$ cat config.mk
export PLATFORM = sky130hd
export DESIGN_NAME = sha3_block_padder_flat
export DESIGN_NICKNAME = d
export VERILOG_FILES = /design/src/rtl/sha3_block_padder_if.sv /design/src/rtl/sha3_block_padder.sv /design/src/flat_wrapper.sv
export SDC_FILE = /design/constraint.sdc
export NUM_CORES = 2
export LEC_CHECK = 0
export CORE_AREA = 2 2 456 458
export CTS_CLUSTER_DIAMETER = 100
export CTS_CLUSTER_SIZE = 40
export DETAILED_ROUTE_END_ITERATION = 8
export DIE_AREA = 0 0 458 460
export PLACE_DENSITY = 0.53
export SLEW_MARGIN = 0
export SYNTH_ARGS = -nofsm -noshare
export SYNTH_HDL_FRONTEND = slang
export SYNTH_SLANG_ARGS = --single-unit
$ cat constraint.sdc
create_clock -name clk -period 46 [get_ports clk]
set_input_delay 13.8 -clock clk [delete_from_list [all_inputs] [get_ports clk]]
set_output_delay 13.8 -clock clk [all_outputs]
set_load 0.05 [all_outputs]
$ cat src/rtl/sha3_block_padder_if.sv
// rtl/sha3_block_padder_if.sv - message-word and rate-block handshake bundle for sha3_block_padder
//
// Purpose: groups the message-word input stream and the assembled-block output
// toward the permutation core into one interface.
//
// Signals:
//   in        [63:0]              message word, byte 0 in [63:56]
//   in_ready                      in holds a valid word this cycle
//   is_last                       current word is the final message word
//   byte_num  [2:0]               valid bytes in a final word (0..7)
//   in_rdy                        padder can take a word this cycle
//   out       [64*RATE_WORDS-1:0] assembled block, word 0 in the MS 64 bits
//   out_ready                     out holds a complete block
//   f_ack                         permutation core has consumed out
//   shake                         (SHA3_PADDER_SHAKE_EN only) use 8'h1F separator
//
// Modports: master = message source / core side, slave = padder side.
interface sha3_block_padder_if #(
  parameter int RATE_WORDS = 17
);
  logic [63:0]              in;
  logic                     in_ready;
  logic                     is_last;
  logic [2:0]               byte_num;
  logic                     in_rdy;
  logic [64*RATE_WORDS-1:0] out;
  logic                     out_ready;
  logic                     f_ack;
`ifdef SHA3_PADDER_SHAKE_EN
  logic                     shake;

  modport master (output in, in_ready, is_last, byte_num, f_ack, shake,
                  input  in_rdy, out, out_ready);
  modport slave  (input  in, in_ready, is_last, byte_num, f_ack, shake,
                  output in_rdy, out, out_ready);
`else
  modport master (output in, in_ready, is_last, byte_num, f_ack,
                  input  in_rdy, out, out_ready);
  modport slave  (input  in, in_ready, is_last, byte_num, f_ack,
                  output in_rdy, out, out_ready);
`endif
endinterface

$ cat src/rtl/sha3_block_padder.sv
// rtl/sha3_block_padder.sv - assembles message words into padded SHA-3 rate blocks
//
// Purpose: shifts message words into a RATE_WORDS x 64-bit block, inserts the
// domain-separation byte after the last message byte, sets the final 0x80 bit,
// zero-fills the rest of the block (or a whole extra block) and hands each
// complete block to the permutation core with an out_ready / f_ack handshake.
// One message is processed per reset.
//
// Ports:
//   clk    clock
//   reset  asynchronous, active-high reset
//   bus    sha3_block_padder_if.slave (word input stream and block output)
//
// Parameters:
//   RATE_WORDS  64-bit words per rate block (2..21)
//   DSEP        domain-separation byte
//
// Optional feature (macro SHA3_PADDER_SHAKE_EN): bus.shake, sampled with the
// final word, selects 8'h1F as separator instead of DSEP.
module sha3_block_padder #(
  parameter int         RATE_WORDS = 17,
  parameter logic [7:0] DSEP       = 8'h06
) (
  input logic              clk,
  input logic              reset,
  sha3_block_padder_if.slave bus
);

  localparam int CW = $clog2(RATE_WORDS + 1);
  localparam logic [CW-1:0] LAST_SLOT = CW'(RATE_WORDS - 1);
  localparam logic [CW-1:0] FULL_CNT  = CW'(RATE_WORDS);

  typedef enum logic [1:0] {ACCEPT, PAD, FULL, DONE} state_t;

  state_t                   state;
  logic [CW-1:0]            count;
  logic [64*RATE_WORDS-1:0] out_q;
  logic                     out_ready_q;
  logic                     in_rdy_q;
  logic                     finished;

  logic [7:0]  sep;
  logic [63:0] keep_mask;
  logic [63:0] sep_word;
  logic [63:0] last_word;
  logic [63:0] word;
  logic [63:0] pad_word;

  // Final-word formatting: keep the byte_num leading bytes, place the
  // separator right behind them, and fold in the 0x80 bit when this word
  // also closes the block.
  always_comb begin
`ifdef SHA3_PADDER_SHAKE_EN
    sep = bus.shake ? 8'h1F : DSEP;
`else
    sep = DSEP;
`endif
    keep_mask = ~({64{1'b1}} >> {bus.byte_num, 3'b000});
    sep_word  = {56'd0, sep} << {(3'd7 - bus.byte_num), 3'b000};
    last_word = (bus.in & keep_mask) | sep_word;
    if (count == LAST_SLOT) begin
      last_word[7:0] = last_word[7:0] | 8'h80;
    end
    word     = bus.is_last ? last_word : bus.in;
    pad_word = (count == LAST_SLOT) ? 64'h80 : 64'h0;
  end

  always_ff @(posedge clk or posedge reset) begin
    if (reset) begin
      state       <= ACCEPT;
      count       <= '0;
      out_q       <= '0;
      out_ready_q <= 1'b0;
      in_rdy_q    <= 1'b0;
      finished    <= 1'b0;
    end else begin
      case (state)
        ACCEPT: begin
          if (in_rdy_q && bus.in_ready) begin
            out_q <= {out_q[64*RATE_WORDS-65:0], word};
            count <= count + 1'b1;
            if (bus.is_last) begin
              finished <= 1'b1;
            end
            if (count == LAST_SLOT) begin
              state       <= FULL;
              out_ready_q <= 1'b1;
              in_rdy_q    <= 1'b0;
            end else if (bus.is_last) begin
              state    <= PAD;
              in_rdy_q <= 1'b0;
            end else begin
              in_rdy_q <= 1'b1;
            end
          end else begin
            // Also raises in_rdy on the first cycle out of reset.
            in_rdy_q <= (count < FULL_CNT);
          end
        end

        PAD: begin
          out_q <= {out_q[64*RATE_WORDS-65:0], pad_word};
          count <= count + 1'b1;
          if (count == LAST_SLOT) begin
            state       <= FULL;
            out_ready_q <= 1'b1;
          end
        end

        FULL: begin
          // out_q is left intact; the next block simply shifts over it.
          if (bus.f_ack) begin
            count       <= '0;
            out_ready_q <= 1'b0;
            if (finished) begin
              state    <= DONE;
              in_rdy_q <= 1'b0;
            end else begin
              state    <= ACCEPT;
              in_rdy_q <= 1'b1;
            end
          end
        end

        default: begin
          in_rdy_q    <= 1'b0;
          out_ready_q <= 1'b0;
        end
      endcase
    end
  end

  assign bus.out       = out_q;
  assign bus.out_ready = out_ready_q;
  assign bus.in_rdy    = in_rdy_q;

endmodule
$ cat src/flat_wrapper.sv
// flat-port wrapper written by rule: the top's interface ports become plain ports
module sha3_block_padder_flat 
#(
  parameter int         RATE_WORDS = 17,
  parameter logic [7:0] DSEP       = 8'h06
)
  (clk, reset, bus_in, bus_in_ready, bus_is_last, bus_byte_num, bus_f_ack, bus_in_rdy, bus_out, bus_out_ready);
  sha3_block_padder_if #(.RATE_WORDS(RATE_WORDS)) bus_i ();
  input logic clk;
  input logic reset;
  input wire logic [$bits(bus_i.in)-1:0] bus_in;
  input wire logic [$bits(bus_i.in_ready)-1:0] bus_in_ready;
  input wire logic [$bits(bus_i.is_last)-1:0] bus_is_last;
  input wire logic [$bits(bus_i.byte_num)-1:0] bus_byte_num;
  input wire logic [$bits(bus_i.f_ack)-1:0] bus_f_ack;
  output wire logic [$bits(bus_i.in_rdy)-1:0] bus_in_rdy;
  output wire logic [$bits(bus_i.out)-1:0] bus_out;
  output wire logic [$bits(bus_i.out_ready)-1:0] bus_out_ready;
  assign bus_i.in = bus_in;
  assign bus_i.in_ready = bus_in_ready;
  assign bus_i.is_last = bus_is_last;
  assign bus_i.byte_num = bus_byte_num;
  assign bus_i.f_ack = bus_f_ack;
  assign bus_in_rdy = bus_i.in_rdy;
  assign bus_out = bus_i.out;
  assign bus_out_ready = bus_i.out_ready;
  sha3_block_padder #(.RATE_WORDS(RATE_WORDS), .DSEP(DSEP)) u_core (.clk(clk), .reset(reset), .bus(bus_i));
endmodule
### Cells colored by class

Scale: 1 px per um.
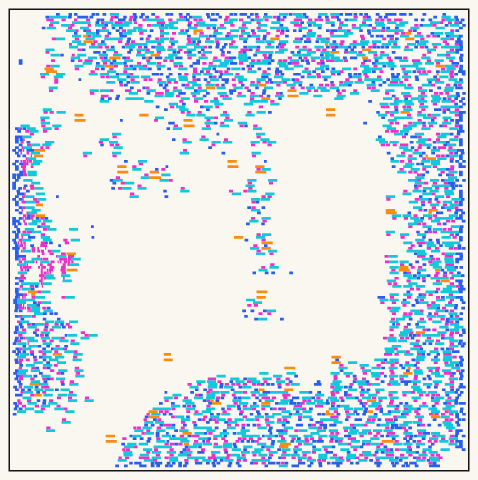
- magenta: all other logic (cells 1222)
- cyan: flip-flops (cells 1098)
- blue: other buffers and delay cells (cells 1194)
- orange: clock drivers and dummy loads (cells 95)

### Routed metal, one color a layer

Scale: 1 px per um.
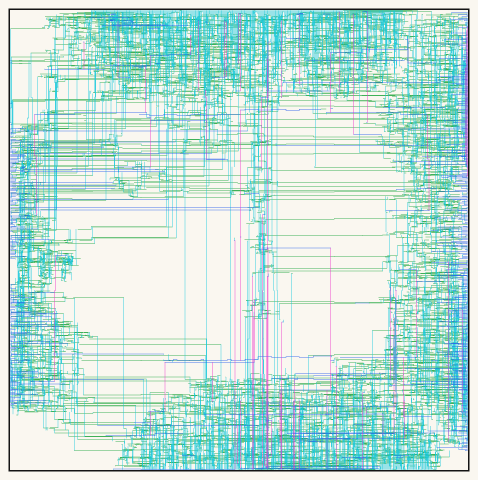
- cyan: met2 (wire length 73.6 mm)
- magenta: met4 (wire length 5800 um)
- green: met1 (wire length 69.1 mm)
- blue: met3 (wire length 11700 um)

### Local utilization

The die is cut into 23 by 23 equal tiles; black is low, pale yellow is high, 0 to 100% covered.
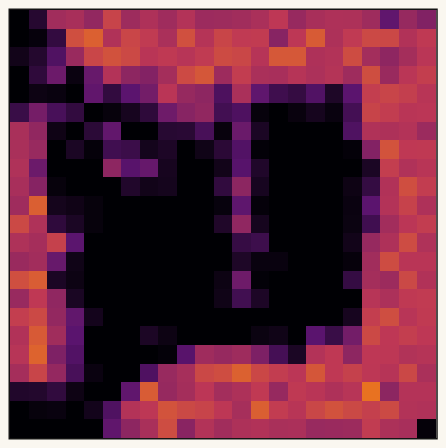
- mean over tiles: 26%
- nearly empty tiles: 30%
- emptiest ninth of the die: center
- fullest tile: 67%

### Clock routing

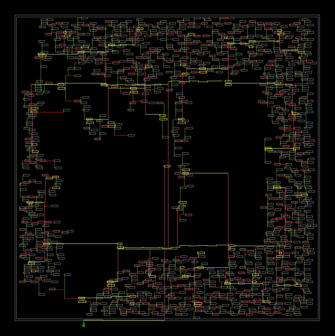
# clock sinks: 1098
clk latency late pin: 0.73 ns

### I/O pins on the die edge

Pins as bars across the die edge, other pins in gray.
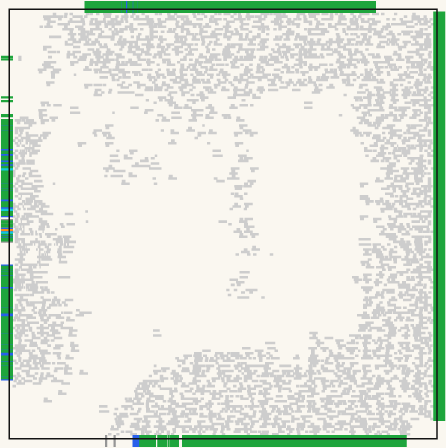
- orange: `bus_is_last` (pins 1; direction input; edge left)
- green: `bus_out` (pins 1088; direction output; edge 325 top, 323 right, 298 bottom, 142 left)
- cyan: `bus_byte_num` (pins 3; direction input; edge left)
- blue: `bus_in` (pins 64; direction input; edge 42 left, 14 top, 8 bottom)

==> metrics.yaml <==
run_status: "finished, final reports clean"
largest_reg_flops: 1088
antenna_found_initial: 7
simple_gate_area_share_pct: 1.03
slowest_stage: "buf_4"
cp-endpoint: "u_core.bus.out[704]"
drv_cap: 0
post_drt_wl_per_cell_um: 25.3
grt_pass1_vias: 25100
nets: 3645
gr-usage-met3_pct: 3.92
io_pins: 1162
top_cells_by_count: "dfrtp_1 (1098), mux2_2 (1024), buf_2 (114)"
placed_area_mm2: 0.0555
synth.area.mux_share_pct: 28.3
crit_fanout: 76
top_cell_area_share_pct: 67.3
fin_worst_skew_ns: 0.0642
timing.rr.start: "u_core.state[0]"
cp-startpoint: "bus_in_ready"
nNonClkBuffers: 1194
dp_hpwl_um: 127000
finalMaxSlewViolations: 0
worst_pin_slew_ns: 1.06
n_clock_buffer: 58
ys_cells: 2448
fp_nets: 2526
drt-total-wl_um: 160000
power_density_mw_per_mm2: 76.3
timing.setup.tns_ns: 0
finalCritPeriodShare_pct: 43.7
clkCellAreaFrac_pct: 3.76
initCoreUtil_pct: 19.8
seq_share_pct: 47.6
synth_cell_types: 34
crit_type: "primary input to flop"
hold_slack_ns: 0.500
logic_area_mm2: 0.0127
gr-usage-met1_pct: 19.2
logic_family: "multiplexers"
cpPeakStageDelay_ns: 0.87
ff_latch_area_mm2: 0.0275
hold_violations: 0
topRoutingLayerUsed: "met4"
p_seq_w: 0.00152
netlist_instances: 2448
postCtsSetupBuffers: 0
rrSetupSlack_ns: 38.63
flops: 1098
vdd_drop_max_mv: 0.0528
wl_met2_um: 73600
yosysTopAreaCell: "dfrtp_1"
power_leader: "combinational cells"
power_w: 0.00440
areaGrowthSynthToFinish_pct: 41.3
drt_iter0_drc: 1479
io_buffers: 1161
ctsResizeCount: 0
clockPowerShare_pct: 14.8
r2r_cells: 12
grt_util_all_layers_pct: 14.6
grt_pass1_wl_um: 217000
ctsHoldBuffers: 0
yosysWarnings: 0
detail-route-antenna-nets: 0
aoi_share_pct: 1.53
leakagePower_nw: 26.6
switching_share_pct: 48.6
r2r_end: "u_core.bus.out[704]"
critPathTopFamily: "buffers and inverters"
buf_share_pct: 20.6
p_comb_w: 0.00223
fa_ha_area_share_pct: 0.184
finalSetupViolCount: 0
pre_cts_slack_ns: 25.16
arrival_ns: 20.71
end_kind: "flop"
internal_power_w: 0.00226
drt-met1-wl_um: 69100
grt-ovfl-total: 0
cts_tree: "done"
vias_per_cell: 3.95
first_pass_iters: 4
seqPwrFrac_pct: 34.4
sh_comb_area_pct: 22.0
cp.depth: 11
hold_depth: 1
cts_max_path_buffers: 3
die_w_um: 458
drc: 0
met2_usage_pct: 23.0
fill_cells: 21100
synth.most_common_cell: "dfrtp_1"
period_minus_slack_ns: 20.09
max_slew_margin_pct: 29.5
xor_area_share_pct: 0
final_layout_size_suffix_gt1_share_pct: 31.9
synth_flops: 1098
start_kind: "primary input"
fin_cells: 6325
cts_buffers: 51
clk_pin_slew_ns: 0.14
fin_util_pct: 28.0
dpl.cell_count: 6218
grt-busiest-layer: "met2"
grt_max_degree: 186
cts_root_buffer: "clkbuf_16"
area_leaders: "dfrtp_1 (67%), mux2_2 (28%), buf_2 (1.4%), a22o_1 (0.79%), nand2_1 (0.47%)"
vias: 25000
yosys_area_mm2: 0.0409
rsz0062_at_grt: "false"
p_sw_w: 0.00214
place_congestion: 0.849
fmax_mhz: 49.8
core_mm2: 0.206
min_from: "u_core.bus.out[146]"
synthesis.area_mm2: 0.0409
warnings: 43
